`src/rtl/multicycle_control.sv`:
```
// Multicycle control unit: FETCH/DECODE/EXEC/WB sequencer with registered decode,
// flag latching for branches, sticky illegal-opcode flag and retired-instruction counter.
module multicycle_control #(
    parameter int OPCODE_W = 4,
    parameter int ALU_OP_W = 4,
    parameter int CNT_W    = 16
) (
    input  logic                clk,
    input  logic                rst_n,
    output logic                imem_req,
    input  logic                imem_ack,
    input  logic [OPCODE_W-1:0] opcode,
    input  logic                flag_zero,
    input  logic                flag_neg,
    input  logic                stall,
    output logic                ir_load,
    output logic [ALU_OP_W-1:0] alu_op,
    output logic                we,
    output logic                pc_en,
    output logic [1:0]          pc_sel,
    output logic                halted,
    output logic                illegal,
    output logic [CNT_W-1:0]    instr_count
);

    typedef enum logic [2:0] {S_FETCH, S_DECODE, S_EXEC, S_WB, S_HALT} state_t;
    typedef enum logic [2:0] {K_SEQ, K_BEQ, K_BNE, K_BGE, K_BLT, K_JMP, K_JMPR} kind_t;

    state_t state, state_nx;

    logic [OPCODE_W-1:0] ir;
    logic [ALU_OP_W-1:0] alu_op_r;
    logic                we_r;
    kind_t               kind_r;
    logic                fz_r, fn_r;

    logic [ALU_OP_W-1:0] dec_alu;
    logic                dec_we, dec_ill, dec_halt;
    kind_t               dec_kind;

    // Opcodes with any bit above bit 3 set never match a defined instruction.
    always_comb begin
        dec_alu  = '0;
        dec_we   = 1'b0;
        dec_ill  = 1'b0;
        dec_halt = 1'b0;
        dec_kind = K_SEQ;
        if ((ir >> 4) != '0) begin
            dec_ill = 1'b1;
        end else begin
            case (ir[3:0])
                4'd0, 4'd1, 4'd2, 4'd3, 4'd4: begin
                    dec_alu = ALU_OP_W'(ir[3:0]);
                    dec_we  = 1'b1;
                end
                4'd5:  dec_kind = K_BEQ;
                4'd6:  dec_kind = K_BNE;
                4'd7:  dec_kind = K_BGE;
                4'd9:  dec_kind = K_BLT;
                4'd11: begin dec_kind = K_JMP;  dec_we = 1'b1; end
                4'd12: begin dec_kind = K_JMPR; dec_we = 1'b1; end
                4'd15: dec_halt = 1'b1;
                default: dec_ill = 1'b1;
            endcase
        end
    end

    always_ff @(posedge clk or negedge rst_n) begin
        if (!rst_n) state <= S_FETCH;
        else        state <= state_nx;
    end

    always_comb begin
        state_nx = state;
        case (state)
            S_FETCH:  if (imem_ack) state_nx = S_DECODE;
            S_DECODE: state_nx = dec_halt ? S_HALT : S_EXEC;
            S_EXEC:   if (!stall) state_nx = S_WB;
            S_WB:     if (!stall) state_nx = S_FETCH;
            S_HALT:   state_nx = S_HALT;
            default:  state_nx = S_FETCH;
        endcase
    end

    always_ff @(posedge clk or negedge rst_n) begin
        if (!rst_n) begin
            ir          <= '0;
            alu_op_r    <= '0;
            we_r        <= 1'b0;
            kind_r      <= K_SEQ;
            fz_r        <= 1'b0;
            fn_r        <= 1'b0;
            illegal     <= 1'b0;
            instr_count <= '0;
        end else begin
            if (state == S_FETCH && imem_ack)
                ir <= opcode;
            if (state == S_DECODE && !dec_halt) begin
                alu_op_r <= dec_alu;
                we_r     <= dec_we;
                kind_r   <= dec_kind;
                if (dec_ill) illegal <= 1'b1;
            end
            // Last EXEC cycle samples flags, so a stall simply defers the sample.
            if (state == S_EXEC && !stall) begin
                fz_r <= flag_zero;
                fn_r <= flag_neg;
            end
            if ((state == S_WB && !stall) || (state == S_DECODE && dec_halt))
                instr_count <= instr_count + CNT_W'(1);
        end
    end

    // imem_req is gated by rst_n so nothing requests a fetch while reset is held.
    always_comb begin
        imem_req = rst_n && (state == S_FETCH);
        ir_load  = imem_req && imem_ack;
        halted   = (state == S_HALT);
        alu_op   = (state == S_EXEC || state == S_WB) ? alu_op_r : '0;
        pc_en    = (state == S_WB) && !stall;
        we       = pc_en && we_r;
        pc_sel   = 2'd0;
        if (state == S_WB) begin
            case (kind_r)
                K_BEQ:   pc_sel = {1'b0, fz_r};
                K_BNE:   pc_sel = {1'b0, !fz_r};
                K_BGE:   pc_sel = {1'b0, !fn_r};
                K_BLT:   pc_sel = {1'b0, fn_r};
                K_JMP:   pc_sel = 2'd2;
                K_JMPR:  pc_sel = 2'd3;
                default: pc_sel = 2'd0;
            endcase
        end
    end

endmodule
```
`config.mk`:
```
export PLATFORM = sky130hd
export DESIGN_NAME = multicycle_control
export DESIGN_NICKNAME = d
export VERILOG_FILES = /design/src/rtl/multicycle_control.sv
export SDC_FILE = /design/constraint.sdc
export NUM_CORES = 1
export LEC_CHECK = 0
export CAP_MARGIN = 20
export CORE_UTILIZATION = 50
export DETAILED_ROUTE_END_ITERATION = 6
export PLACE_DENSITY = 0.76
export SLEW_MARGIN = 0
export SYNTH_ARGS = -nofsm -noshare
export SYNTH_HDL_FRONTEND = slang
export SYNTH_SLANG_ARGS = --single-unit
```
`constraint.sdc`:
```
create_clock -name clk -period 1.8 [get_ports clk]
set_clock_uncertainty 0.1 [all_clocks]
set_input_delay 0.27 -clock clk [delete_from_list [all_inputs] [get_ports clk]]
set_output_delay 0.27 -clock clk [all_outputs]
set_load 0.005 [all_outputs]
```
==> reports/summary.txt, run 1 <==
GRT Residual Overflow = 0
maximum buffer depth of the clock tree = 2
startpoint of the most critical register-to-register path = state[1]$_DFFE_PN0P_
met1 GRT Util = 0.334
die x size = 60.4 um
combinational share of power = 0.512
Diodes inserted = 0
number of buffers inserted during clock tree synthesis = 5
Resize count post-CTS = 45
total cell area at the placement stage = 2240 sq um
Post-CTS Hold Buffers = 0
detailed-route vias per instance = 5.56
die area = 3650 sq um
max-slew headroom at the worst pin = 0.764
Worst setup SP type = flop
area share of xor/xnor cells in the synthesized design = 0.0821
number of vias in the routed layout = 1551
clock buffer count = 7
combinational share of cell area = 0.343
Critical Path End Type = output pin
type of the tightest min-delay check = in2async
synthesized chip area reported by yosys = 1710 sq um
final tally of max-slew violations = 0
clock transition time at the flip-flop clock pins of the worst setup and hold paths = 100 ps
largest registers = instr_count x16, alu_op_r x4, ir x4
post-DP HPWL = 2960 um
violated checks = negative setup slack
root cell of the clock tree = clkbuf_4
layout multi-input combinational cell count = 122
synthesized instance count = 170
Simple-Gate Area Share = 0.230
global-route layer with the greatest usage = met2
Seq pwr share = 0.358
clock network power = 0.437 mW
IR drop worst, VDD = 0.000811 V
count of port buffers added during placement = 37
RSZ-0062 raised after global routing = yes
Syn-to-layout area delta = 42.7%
slowest stage delay, CP = 420 ps
number of H-tree levels = 2
FF+latch area = 853 sq um
flip-flop count of the largest register after layout = 16
biggest fanout along the worst timing path = 3
number of cells after detailed placement = 261
Reg with most FFs = instr_count
total met3 wirelength after detailed routing = 272 um
buffers and inverters on the worst path = 4
leakage power summed over all cells = 1.06 nW
outcome = finished, violations left
Pint = 2.09 mW
family of cells with the greatest summed delay on the critical path = buffers and inverters
Sw Pwr = 1.27 mW
via count of the first global-routing pass = 1575
share of cell area taken by flip-flops and latches = 0.350
number of remaining DRC errors = 0
total power per unit cell area = 1380 nW/um^2
NumNets Final = 245
power in combinational cells = 1.71 mW
Clk pwr share = 0.130
fraction of layout instances using a drive strength above 1 = 0.277
Total Routed Length = 4370 um
metal1 wirelength = 1790 um
achievable frequency = 528 MHz
power dissipated in sequential cells = 1.20 mW
adder and majority cell fraction of the synthesized area = 0.00733
Largest logic family = simple AND/OR/NAND/NOR gates
overall power = 3.35 mW
Worst Hold Slack = 285 ps
count of cell instances traversed by the critical path = 6
critical path start-end classification = reg2out
final worst slack = -95.2 ps
multi-input combinational cell area = 836 sq um
antenna violations before repair = 0
placer congestion estimate = 0.835
TritonCTS clock tree = yes
First-pass DRT Iterations = 4
R2R setup slack = -80 ps
main power-consuming group = combinational logic
number of warnings in the stage logs = 28
die height = 60.4 um
distinct cell type count of the synthesized netlist = 34
maximum capacitance violations = 0
share of the core filled by cells before placement = 0.541
ordered list of cells on the worst path = buf_6 -> buf_6 -> nor3_4 -> buf_4 -> and2_4 -> buf_6
share of the cycle needed by the critical path after routing = 1.05
capturing point of the worst reg2reg path = instr_count[1]$_DFFE_PN0P_
Final Setup Violations = 14
area of all placed cells without fillers = 2440 sq um
Rows = 20
clock distribution area overhead in the final layout = 0.0247
buffers outside the clock class = 67
global routing usage summed across all routing layers = 0.275
fillcell total = 217
capturing element of the worst setup path = imem_req
nonclk inv count = 4
number of hold violations in the final report = 0
proportion of final cell area spent on non-clock buffers = 0.253
synthesized cell area = 1710 sq um
Ys Warns = 0
time the worst path needs with I/O delays and setup = 1900 ps
violation count after the first detailed-route iteration = 82
Synth Area in Compound Gates = 0.0968
Mean Syn Cell Area = 10.0 sq um
cell group occupying the most layout area = sequential cells
Synth Seq Share = 0.499
number of top-level design ports = 38
global-route wire length before repair = 7180 um
number of tapcells = 44
CP max stage cell = dfrtp_2
length in cells of the worst reg-to-reg path = 6
Post-synth regs = 34
final core utilization = 0.773
area of the placeable core = 3150 sq um
switching fraction of total power = 0.378
number of nets still failing antenna checks after routing = 0
post-CTS setup repair buffer count = 11
[run 1: through the flow]
stage          setup slack (ps)  TNS [ps]
2_1_floorplan               144         0
3_3_place_gp              -17.7     -17.7
3_5_place_dp              -62.1      -102
4_1_cts                   -62.5      -195
5_1_grt                    -175     -2300
6_report                  -95.2      -486
[run 1: cell usage after synthesis (all sizes together)]
| cell type | n | area share |
|---|---|---|
| dfrtp | 34 | 0.50 |
| xor2 | 2 | 0.010 |
| nor3b | 3 | 0.013 |
| nor3 | 3 | 0.0088 |
| mux2 | 5 | 0.033 |
| mux2i | 2 | 0.012 |
| o21ai | 7 | 0.021 |
| or3b | 1 | 0.0066 |
| o211ai | 2 | 0.0088 |
| nand3b | 2 | 0.0088 |
| nand4b | 1 | 0.0051 |
| buf | 5 | 0.020 |
| nand4 | 10 | 0.037 |
| nand2 | 16 | 0.035 |
| clkbuf | 5 | 0.012 |
| ha | 1 | 0.0073 |
| a22o | 1 | 0.0051 |
| inv | 4 | 0.0088 |
| a31o | 1 | 0.0051 |
| nor2 | 9 | 0.020 |
| nor2b | 1 | 0.0037 |
| a311oi | 1 | 0.0051 |
| and2 | 10 | 0.037 |
| and4 | 1 | 0.0051 |
| nand3 | 11 | 0.032 |
| o22ai | 2 | 0.015 |
| o41ai | 2 | 0.010 |
| a21oi | 9 | 0.026 |
| and3 | 5 | 0.018 |
| xnor2 | 14 | 0.072 |
[run 1: placed cells by master (no fill, tap or decap), types with 6 or more instances in the layout]
cell,Yosys,layout
clkdlybuf4s50_1,0,26
buf_4,1,21
nor2_1,9,6
nand2_1,16,16
a21oi_1,9,9
buf_6,1,11
nand4_1,10,10
xnor2_1,14,14
dfrtp_1,34,32
nand3_1,11,11
o21ai_0,7,7
and2_1,10,7
**Run 1: wire density map**

Bar = 20 um. 12 x 12 tiles, from dark purple (low) to yellow (high), scaled to the fullest tile. Values are wire area over tile area, all layers added.
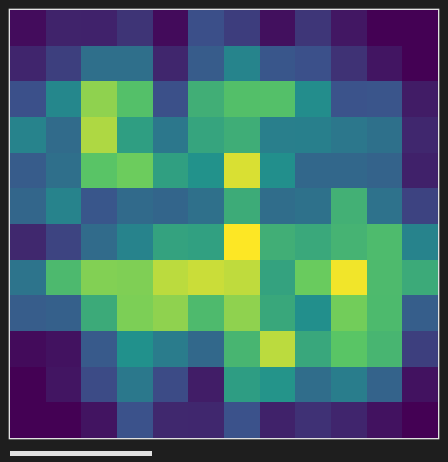
- mean over tiles: 0.19
- emptiest ninth of the die: north-east
- densest ninth of the die: center
- tiles over half the peak: 34%
- fullest tile: 0.48

**Run 1: clock wiring as the flow saved it**

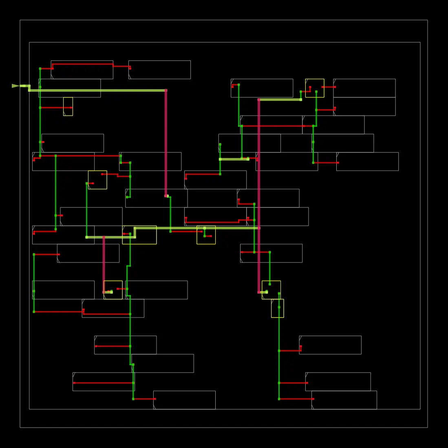
worst-skew pair later-pin latency: 340 ps
count of clock tree sinks: 34
sequential cell count of the final layout: 34

**Run 1: metal 2**

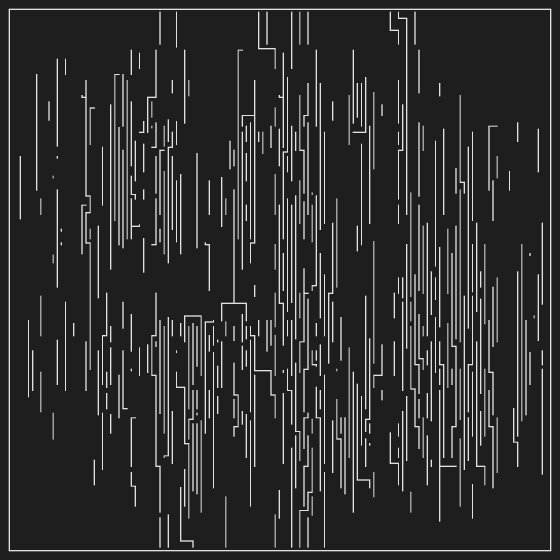
- main direction: vertical
- nets with wire on the layer: 226

==> run 2: changes to the inputs <==
--- a/config.mk
+++ b/config.mk
@@ -9,6 +9,7 @@
 export CORE_UTILIZATION = 50
 export DETAILED_ROUTE_END_ITERATION = 6
 export PLACE_DENSITY = 0.76
+export REMOVE_ABC_BUFFERS = 1
 export SLEW_MARGIN = 0
 export SYNTH_ARGS = -nofsm -noshare
 export SYNTH_HDL_FRONTEND = slang
==> constraint.sdc (replaced) <==
create_clock -name clk -period 2 [get_ports clk]
set_clock_uncertainty 0.1 [all_clocks]
set_input_delay 0.3 -clock clk [delete_from_list [all_inputs] [get_ports clk]]
set_output_delay 0.3 -clock clk [all_outputs]
set_load 0.005 [all_outputs]
==> reports/summary.txt, run 2 <==
final tally of max-slew violations = 0
Sw Pwr = 1.15 mW
Mean Syn Cell Area = 10.0 sq um
Total Routed Length = 4410 um
Synth Area in Compound Gates = 0.0968
Clk pwr share = 0.209
root cell of the clock tree = clkbuf_4
type of the tightest min-delay check = in2async
global-route wire length before repair = 6890 um
clock buffer count = 6
area share of xor/xnor cells in the synthesized design = 0.0821
Pint = 2.10 mW
share of cell area taken by flip-flops and latches = 0.344
number of buffers inserted during clock tree synthesis = 5
overall power = 3.25 mW
Diodes inserted = 0
top cell type by total area after synthesis = dfrtp_1
nonclk inv count = 4
detailed-route vias per instance = 5.60
placer congestion estimate = 0.801
Post-CTS Hold Buffers = 0
clock distribution area overhead in the final layout = 0.0447
clock transition time at the flip-flop clock pins of the worst setup and hold paths = 110 ps
via count of the first global-routing pass = 1466
Synth Seq Share = 0.499
Syn-to-layout area delta = 45.9%
setup tns final = -41.3 ps
number of tapcells = 44
sequential cell count of the final layout = 34
most used flip-flop cell = dfrtp_1
violated checks = negative setup slack
count of clock tree sinks = 34
most used logic cell in the final layout = dfrtp_1
final worst slack = -27.9 ps
Post-synth area hogs = dfrtp_1 50%, xnor2_1 7.2%, and2_1 3.7%
global routing usage summed across all routing layers = 0.264
IR drop worst, VDD = 0.000704 V
area of the placeable core = 3150 sq um
distinct cell type count of the synthesized netlist = 34
number of hold violations in the final report = 0
fillcell total = 219
Simple-Gate Area Share = 0.230
Ys Warns = 0
biggest fanout along the worst timing path = 5
Largest logic family = simple AND/OR/NAND/NOR gates
time the worst path needs with I/O delays and setup = 2030 ps
switching fraction of total power = 0.353
Reg with most FFs = instr_count
area of all placed cells without fillers = 2490 sq um
combinational share of cell area = 0.334
top cell type's share of synthesized area = 0.499
buffers outside the clock class = 66
FF+latch area = 856 sq um
antenna violations before repair = 0
non-filler instance count after layout = 278
flip-flop count of the largest register after layout = 16
number of flops mapped to enable cells by yosys = 0
critical path start-end classification = reg2out
critical path data arrival time = 1630 ps
number of vias in the routed layout = 1558
max-slew headroom at the worst pin = 0.684
layout multi-input combinational cell count = 122
NumNets Final = 244
Post-synth ARST share = 1.00
GRT Residual Overflow = 0
share of the core filled by cells before placement = 0.541
number of cells after detailed placement = 254
violation count after the first detailed-route iteration = 111
leakage power summed over all cells = 1.10 nW
die x size = 60.4 um
synthesized chip area reported by yosys = 1710 sq um
total power per unit cell area = 1300 nW/um^2
synthesized cell area = 1710 sq um
die height = 60.4 um
synthesized instance count = 170
combinational share of power = 0.444
Post-synth regs = 34
adder and majority cell fraction of the synthesized area = 0.00733
ordered list of cells on the worst path = buf_6 -> nor3_4 -> buf_4 -> and2_1 -> clkdlybuf4s15_1
outcome = finished, violations left
commonest cells in the synthesized netlist = 34 x dfrtp_1, 16 x nand2_1, 14 x xnor2_1
First-pass DRT Iterations = 4
TritonCTS clock tree = yes
Final Setup Violations = 4
die area = 3650 sq um
total cell area at the placement stage = 2190 sq um
Seq pwr share = 0.347
maximum buffer depth of the clock tree = 2
number of top-level design ports = 38
Worst setup SP type = flop
number of cell instances after yosys synthesis = 170
achievable frequency = 493 MHz
slowest stage delay, CP = 430 ps
number of warnings in the stage logs = 27
cell group occupying the most layout area = sequential cells
top-count cell post-synth = dfrtp_1
number of remaining DRC errors = 0
worst-skew pair later-pin latency = 350 ps
maximum capacitance violations = 0
commonest cells after routing, fill and taps aside = 30 x dfrtp_1, 26 x clkdlybuf4s50_1, 24 x buf_4, 16 x nand2_1, 14 x xnor2_1
proportion of final cell area spent on non-clock buffers = 0.250
number of H-tree levels = 2
number of nets still failing antenna checks after routing = 0
Worst Hold Slack = 294 ps
count of port buffers added during placement = 37
largest registers = instr_count x16, alu_op_r x4, ir x4
fraction of layout instances using a drive strength above 1 = 0.252
share of the cycle needed by the critical path after routing = 1.01
RSZ-0062 raised after global routing = yes
Rows = 20
## run 2: worst paths after layout
path | startpoint | to | slack (ps) | cells after the start
max | state[2]$_DFFE_PN0P_ | imem_req | -30 | 5
min | rst_n | kind_r[2]$_DFFE_PN0P_ | 290 | 2
max reg2reg | state[1]$_DFFE_PN0P_ | instr_count[1]$_DFFE_PN0P_ | 0 | 6
min reg2reg | instr_count[15]$_DFFE_PN0P_ | instr_count[15]$_DFFE_PN0P_ | 370 | 1
max in group asynchronous | rst_n | state[1]$_DFFE_PN0P_ | 1240 | 2
min in group clk | instr_count[15]$_DFFE_PN0P_ | instr_count[15]$_DFFE_PN0P_ | 370 | 1
## run 2: kinds of logic (layout without fill, tap and decap cells)
group / after synthesis / in the layout
AOI/OAI and AO/OA: 25 / 25
xor gates and xnor gates: 16 / 16
adders and majority gates: 1 / 1
buffers and inverters: 14 / 78
DFF: 34 / 34
muxes: 7 / 7
and+or+nand+nor: 73 / 73
## run 2: power by group through the flow
stage | logic (mW) | clock network (mW) | registers [mW]
global placement | 1.10 | 0 | 1.11
finish | 1.44 | 0.677 | 1.13
CTS | 1.30 | 0.678 | 1.12
floorplan | 0.579 | 0 | 1.12
global route | 1.57 | 0.709 | 1.16
detailed placement | 1.14 | 0 | 1.13
## run 2: routing by layer
layer	vias to the layer above	track usage	routed length (um)
met1	786	0.345	1940
met2	42	0.436	2220
met4	0	0.0974	57
met3	8	0.0533	203
li1	722	-	-
met5	-	0	0
## run 2: critical path: cells and delay by family, from the launching register on
kind          cells  cell delay [ps]
simple gates      2              350
buf+inv           3              500
flops             1              430
## run 2: repair_timing
item,CTS,global route
cloned,0,1
buffers inserted,13,2
pin swaps,3,6
resized,25,13
setup endpoints to repair,11,11
**Run 2: metal 1**

Supply wires on this layer in gray.
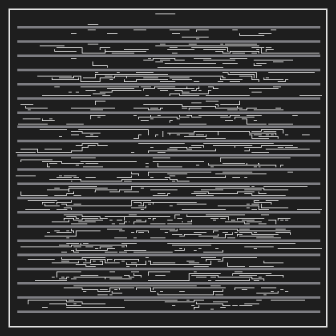
- share of all routed wire: 44%
- wire length on this layer: 1940 um
- longest straight run: 24.4 um
- nets with wire on the layer: 220

**Run 2: metal 2**

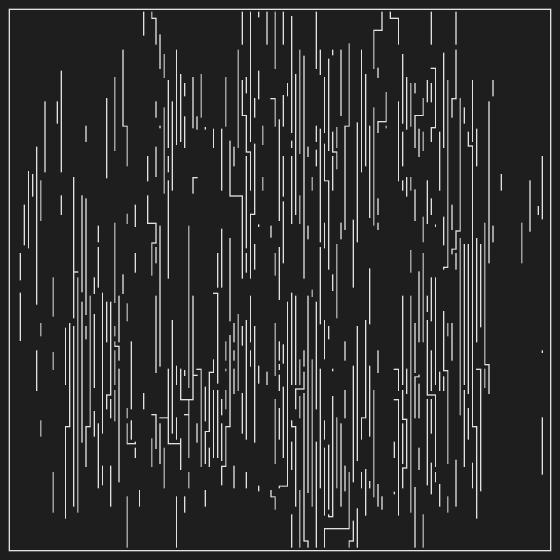
- longest straight run: 31.4 um
- wire length on this layer: 2220 um
- nets with wire on the layer: 223

Power and IR drop assume default switching activity.
